## src/rtl/shuffle_pkg.sv

```systemverilog
// Shared helpers for the shuffle stage and its downstream packer.
// Both stages use elem_lsb so they agree that element 0 sits in the LSBs.
package shuffle_pkg;

   // Width of a counter that must hold every value from 0 to max_count.
   function automatic int cnt_width(input int max_count);
      return $clog2(max_count + 1);
   endfunction

   // Bit offset of element elem_idx inside a word of a_width-bit elements.
   function automatic int elem_lsb(input int elem_idx, input int a_width);
      return elem_idx * a_width;
   endfunction

endpackage

```

## src/rtl/axis_out_reg.sv

```systemverilog
// Registered AXI-Stream output stage: holds a tdata/tlast/tuser payload and
// its valid flag. A new payload can be taken whenever the register is empty
// or is being drained in the same cycle, so it never inserts a bubble.
module axis_out_reg #(
   parameter int DATA_W = 8,
   parameter int USER_W = 1
) (
   input  logic              clk,
   input  logic              rst,
   input  logic              load,
   input  logic [DATA_W-1:0] data_in,
   input  logic              last_in,
   input  logic [USER_W-1:0] user_in,
   output logic              ready_out,
   output logic              valid,
   output logic [DATA_W-1:0] data,
   output logic              last,
   output logic [USER_W-1:0] user,
   input  logic              ready_in
);

   logic              valid_r;
   logic [DATA_W-1:0] data_r;
   logic              last_r;
   logic [USER_W-1:0] user_r;
   logic              ready_s;

   // Upstream may push whenever the slot is free or emptying this cycle.
   always_comb begin
      ready_s = !valid_r || ready_in;
   end

   // Payload and valid register; payload only moves when a new word loads.
   always_ff @(posedge clk) begin
      if (rst) begin
         valid_r <= 1'b0;
         data_r  <= '0;
         last_r  <= 1'b0;
         user_r  <= '0;
      end else if (load && ready_s) begin
         valid_r <= 1'b1;
         data_r  <= data_in;
         last_r  <= last_in;
         user_r  <= user_in;
      end else if (ready_in) begin
         valid_r <= 1'b0;
      end else begin
         valid_r <= valid_r;
      end
   end

   assign ready_out = ready_s;
   assign valid     = valid_r;
   assign data      = data_r;
   assign last      = last_r;
   assign user      = user_r;

endmodule

```

## src/rtl/shuffle_pack_stream.sv

```systemverilog
// Packs BEATS shuffle output words (IN_ELEMS elements each) LSB-first into one
// wide AXI-Stream word. tlast flushes a partial, zero-padded word and tuser
// reports how many elements of the word are valid.
module shuffle_pack_stream
   import shuffle_pkg::*;
#(
   parameter  int A_WIDTH   = 2,
   parameter  int IN_ELEMS  = 3,
   parameter  int BEATS     = 4,
   localparam int IN_W      = IN_ELEMS * A_WIDTH,
   localparam int OUT_ELEMS = IN_ELEMS * BEATS,
   localparam int OUT_W     = OUT_ELEMS * A_WIDTH,
   localparam int CNT_W     = cnt_width(OUT_ELEMS)
) (
   input  logic             ap_clk,
   input  logic             ap_rst,
   input  logic [IN_W-1:0]  s_axis_tdata,
   input  logic             s_axis_tvalid,
   output logic             s_axis_tready,
   input  logic             s_axis_tlast,
   output logic [OUT_W-1:0] m_axis_tdata,
   output logic             m_axis_tvalid,
   input  logic             m_axis_tready,
   output logic             m_axis_tlast,
   output logic [CNT_W-1:0] m_axis_tuser
);

   // A 1-bit counter is kept even for BEATS=1; it then never leaves 0.
   localparam int BEAT_W = (BEATS > 1) ? $clog2(BEATS) : 1;

   logic [BEAT_W-1:0] cnt_r;
   logic [OUT_W-1:0]  asm_r;
   logic [OUT_W-1:0]  merged_s;
   logic [CNT_W-1:0]  fill_s;
   logic              ready_s;
   logic              accept_s;
   logic              last_slot_s;
   logic              complete_s;

   // Completion decode: a beat completes the word on the last slot or on tlast.
   always_comb begin
      accept_s    = s_axis_tvalid && ready_s;
      last_slot_s = (cnt_r == BEAT_W'(BEATS - 1));
      complete_s  = accept_s && (last_slot_s || s_axis_tlast);
      fill_s      = CNT_W'((int'(cnt_r) + 1) * IN_ELEMS);
   end

   // Assembly word with the current slot replaced by the incoming beat.
   always_comb begin
      merged_s = asm_r;
      for (int b = 0; b < BEATS; b++) begin
         if (b == int'(cnt_r)) begin
            merged_s[elem_lsb(b * IN_ELEMS, A_WIDTH) +: IN_W] = s_axis_tdata;
         end else begin
            merged_s[elem_lsb(b * IN_ELEMS, A_WIDTH) +: IN_W] =
               asm_r[elem_lsb(b * IN_ELEMS, A_WIDTH) +: IN_W];
         end
      end
   end

   // Assembly register and beat counter; cleared on every emit so flushed
   // words carry zeros above the last filled slot.
   always_ff @(posedge ap_clk) begin
      if (ap_rst) begin
         asm_r <= '0;
         cnt_r <= '0;
      end else if (complete_s) begin
         asm_r <= '0;
         cnt_r <= '0;
      end else if (accept_s) begin
         asm_r <= merged_s;
         cnt_r <= cnt_r + BEAT_W'(1);
      end else begin
         asm_r <= asm_r;
         cnt_r <= cnt_r;
      end
   end

   axis_out_reg #(
      .DATA_W (OUT_W),
      .USER_W (CNT_W)
   ) u_out (
      .clk       (ap_clk),
      .rst       (ap_rst),
      .load      (complete_s),
      .data_in   (merged_s),
      .last_in   (s_axis_tlast),
      .user_in   (fill_s),
      .ready_out (ready_s),
      .valid     (m_axis_tvalid),
      .data      (m_axis_tdata),
      .last      (m_axis_tlast),
      .user      (m_axis_tuser),
      .ready_in  (m_axis_tready)
   );

   assign s_axis_tready = ready_s;

endmodule

```

## config.mk

```make
export PLATFORM = sky130hd
export DESIGN_NAME = shuffle_pack_stream
export DESIGN_NICKNAME = d
export VERILOG_FILES = /design/src/rtl/shuffle_pkg.sv /design/src/rtl/axis_out_reg.sv /design/src/rtl/shuffle_pack_stream.sv
export SDC_FILE = /design/constraint.sdc
export NUM_CORES = 1
export LEC_CHECK = 0
export ABC_AREA = 1
export CELL_PAD_IN_SITES_DETAIL_PLACEMENT = 1
export CELL_PAD_IN_SITES_GLOBAL_PLACEMENT = 1
export CORE_ASPECT_RATIO = 0.5
export CORE_MARGIN = 2
export CORE_UTILIZATION = 38
export DETAILED_ROUTE_END_ITERATION = 8
export PLACE_DENSITY_LB_ADDON = 0.1
export REMOVE_ABC_BUFFERS = 1
export SKIP_LAST_GASP = 1
export SLEW_MARGIN = 20
export SYNTH_ARGS = -nofsm -noshare
export SYNTH_HDL_FRONTEND = slang
export SYNTH_SLANG_ARGS = --single-unit
```

## constraint.sdc

```tcl
create_clock -name ap_clk -period 1.6 [get_ports ap_clk]
set_input_delay 0.32 -clock ap_clk [delete_from_list [all_inputs] [get_ports ap_clk]]
set_output_delay 0.32 -clock ap_clk [all_outputs]
set_load 0.02 [all_outputs]
```

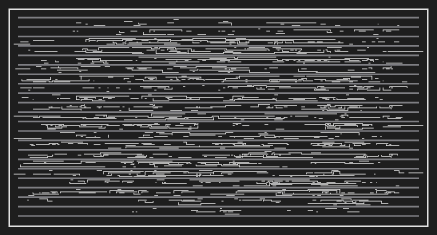
**Above:** met1 routing.
Supply wires on this layer in gray.
main direction	horizontal
nets with wire on the layer	382
share of all routed wire	48%
longest straight run	41.4 um

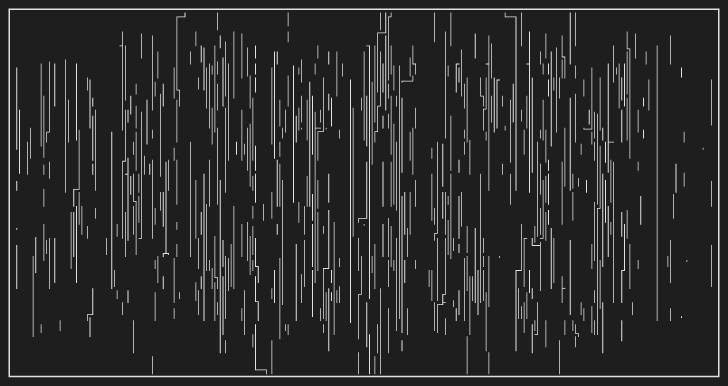
**Above:** signal wires on met2.
nets with wire on the layer	357
wire length on this layer	3,400 um
main direction	vertical
routed wire length: 7010 um
routed vias: 2,358

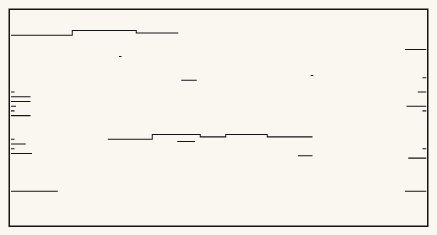
**Above:** metal 3.
wire length on this layer	194 um
share of all routed wire	2.8%
main direction	horizontal
longest straight run	18.4 um

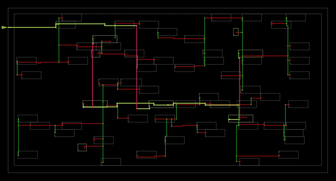
**Above:** clock routing.
total clock sinks: 56
Flops: 56
P_clk: 1.13 mW
CTS Buf Count: 5
Final Skew: 0.00612 ns

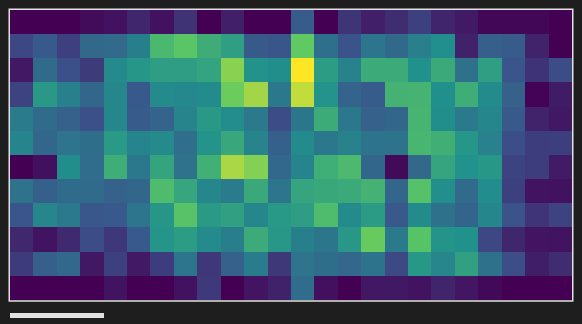
**Above:** wire density map.
Scale bar: 20 um. 24 x 12 tiles, from dark purple (low) to yellow (high), scaled to the fullest tile. Values are wire area over tile area, all layers added.
mean over tiles	0.14
densest ninth of the die	center
tiles over half the peak	25%
fullest tile	0.42
nearly empty tiles	8.7%

==> results.toml <==
# flow metrics
[run_status]
outcome = "finished clean"

[final_timing]
fmax_mhz = 639
layout_min_cycle_time_ns = 1.56
tightest_slew_ns = 0.313
finalMaxSlewViolations = 0
min_period_over_period = 0.978
relSlewSlack = 0.789
rsz0062_at_grt = "false"
setup_viol = 0
final-hold-violation-count = 0

[floorplanning]
initial_utilization = 0.388
die_h_um = 62.0
chip_area_um2 = 7450
dieWidth_um = 120
ios = 42

[grt]
antenna_found_initial = 0
grtUsageTotal = 0.200
grt_max_degree = 27
grt_pass1_vias = 2380
grt_pass1_wl_um = 11400
gr-total-overflow = 0

[setup_path]
worst_path_largest_cell_delay_ns = 0.61
cp-end-kind = "output pin"
crit_type = "register to output pin"
cp.required_ns = 1.28
path_buffers = 1
crit_slowest_cell = "clkdlybuf4s50_1"
cp.arrival_ns = 1.24
crit_path_cell_trace = "clkdlybuf4s50_1"
critPathMaxFanout = 2

[clock_tree]
insertion_delay_ns = 0.30
htree_levels = 2
cts_tree = "built"
clk_pin_slew_ns = 0.07
clock-root-buffer = "clkbuf_16"
hold_buffers = 0
cts.path.max_buffers = 2

[place]
hpwl_um = 4970
gp_congestion = 0.805

[drt]
wl_per_cell_um = 14.2
vias_per_cell = 4.78
ant_nets = 0
drtIter0Drc = 100
firstDrtPassIters = 4
drc = 0

[synthesis]
ys_seq_frac = 0.438
ys_cells = 344
yosys.cell_types.count = 21
yosysWarnings = 0
synthCells = 344
avgSynthCellArea_um2 = 7.44
top_area_cell = "dfxtp_1"
top_area_frac = 0.438
synth_area_um2 = 2560
ys.flops = 56
top_cells_by_area = "dfxtp_1 (44%), nand2_1 (22%), a21oi_2 (6.8%)"
yosys-stat-area_um2 = 2560

[finish]
final_common_cell = "nand2_1"
mostFrequentLayoutCells = "nand2_1 (149), dfxtp_1 (55), nand3_1 (25)"
antennaDiodeCount = 0
instances_no_fill = 493
nets = 416
drive_above_1_share = 0.165

[hold_path]
holdCritPathClass = "register to register"

[pwr]
powerDensity_nw_per_um2 = 914
leakagePower_nw = 1.69
report.power.total_mw = 3.10
peakVddDrop_mv = 0.397

[flow_run]
warnings = 29
max_cap_viol_count = 0
power breakdown:
group	leakage, nW	internal (mW)	switching [mW]
Combinational	1.16	0.208	0.292
Clock	0.0742	0.588	0.543
Sequential	0.455	1.44	0.0282
cell usage after synthesis, drive strengths merged:
master,number
nand2,153
a21oi,36
nor2,8
clkbuf,2
nand4,5
ha,5
a21boi,1
buf,15
o21ai,10
clkinv,1
dfxtp,56
nand3,26
inv,26
per-layer routing:
layer / routed length (um) / vias up / track usage
met5: 0 / - / 0
met4: 78 / 0 / 0.0605
met1: 3340 / 1132 / 0.252
li1: - / 1192 / -
met3: 193 / 7 / 0.0429
met2: 3400 / 27 / 0.357
registers in the layout, indices dropped and copies added (netlist names):
name,cells
asm_r,24
u_out.data,24
u_out.user,4
cnt_r,2
u_out.last,1
u_out.valid,1
kinds of logic after synthesis:
logic type / count (synthesis) / synth area share
buffers and inverters: 44 / 0.0963
flip-flops: 56 / 0.438
AND-OR/OR-AND: 47 / 0.131
AND/OR/NAND/NOR: 192 / 0.310
adder cells (fa/ha/maj): 5 / 0.0244
stage by stage:
step	setup slack, ns	hold slack, ns	util	instance area (um2)
finish	0.0357	0.446	0.515	3390
global route	0.000488	0.463	0.515	3390
CTS	0.00577	0.450	0.507	3350
detailed placement	-0.223	0.431	0.485	3200
global placement	-0.196	0.427	0.485	3200
floorplan	-0.354	0.389	-	2410
worst paths after layout:
kind	startpoint	endpoint	slack, ns	cells after the start
setup / recovery	u_out.data[22]	m_axis_tdata[22]	0.04	1
hold / removal	u_out.data[20]	u_out.data[20]	0.45	2
setup reg to reg	cnt_r[0]	cnt_r[1]	0.16	8
hold reg to reg	u_out.data[20]	u_out.data[20]	0.45	2
cell type report:
cell class / instances / area [um2]
clock inverters: 3 / 22.5
repair buffers: 66 / 708
multi-input cells: 244 / 1200
clock buffers: 5 / 125
well taps: 92 / 115
inverters: 27 / 104
fillers: 839 / 3200
flip-flops and latches: 56 / 1120
repair_timing:
item                       CTS  global route
gates resized                2            23
setup buffers                0             0
setup endpoints to repair    2            55
Power figures rest on the tool's default switching activity, not on a simulated workload.
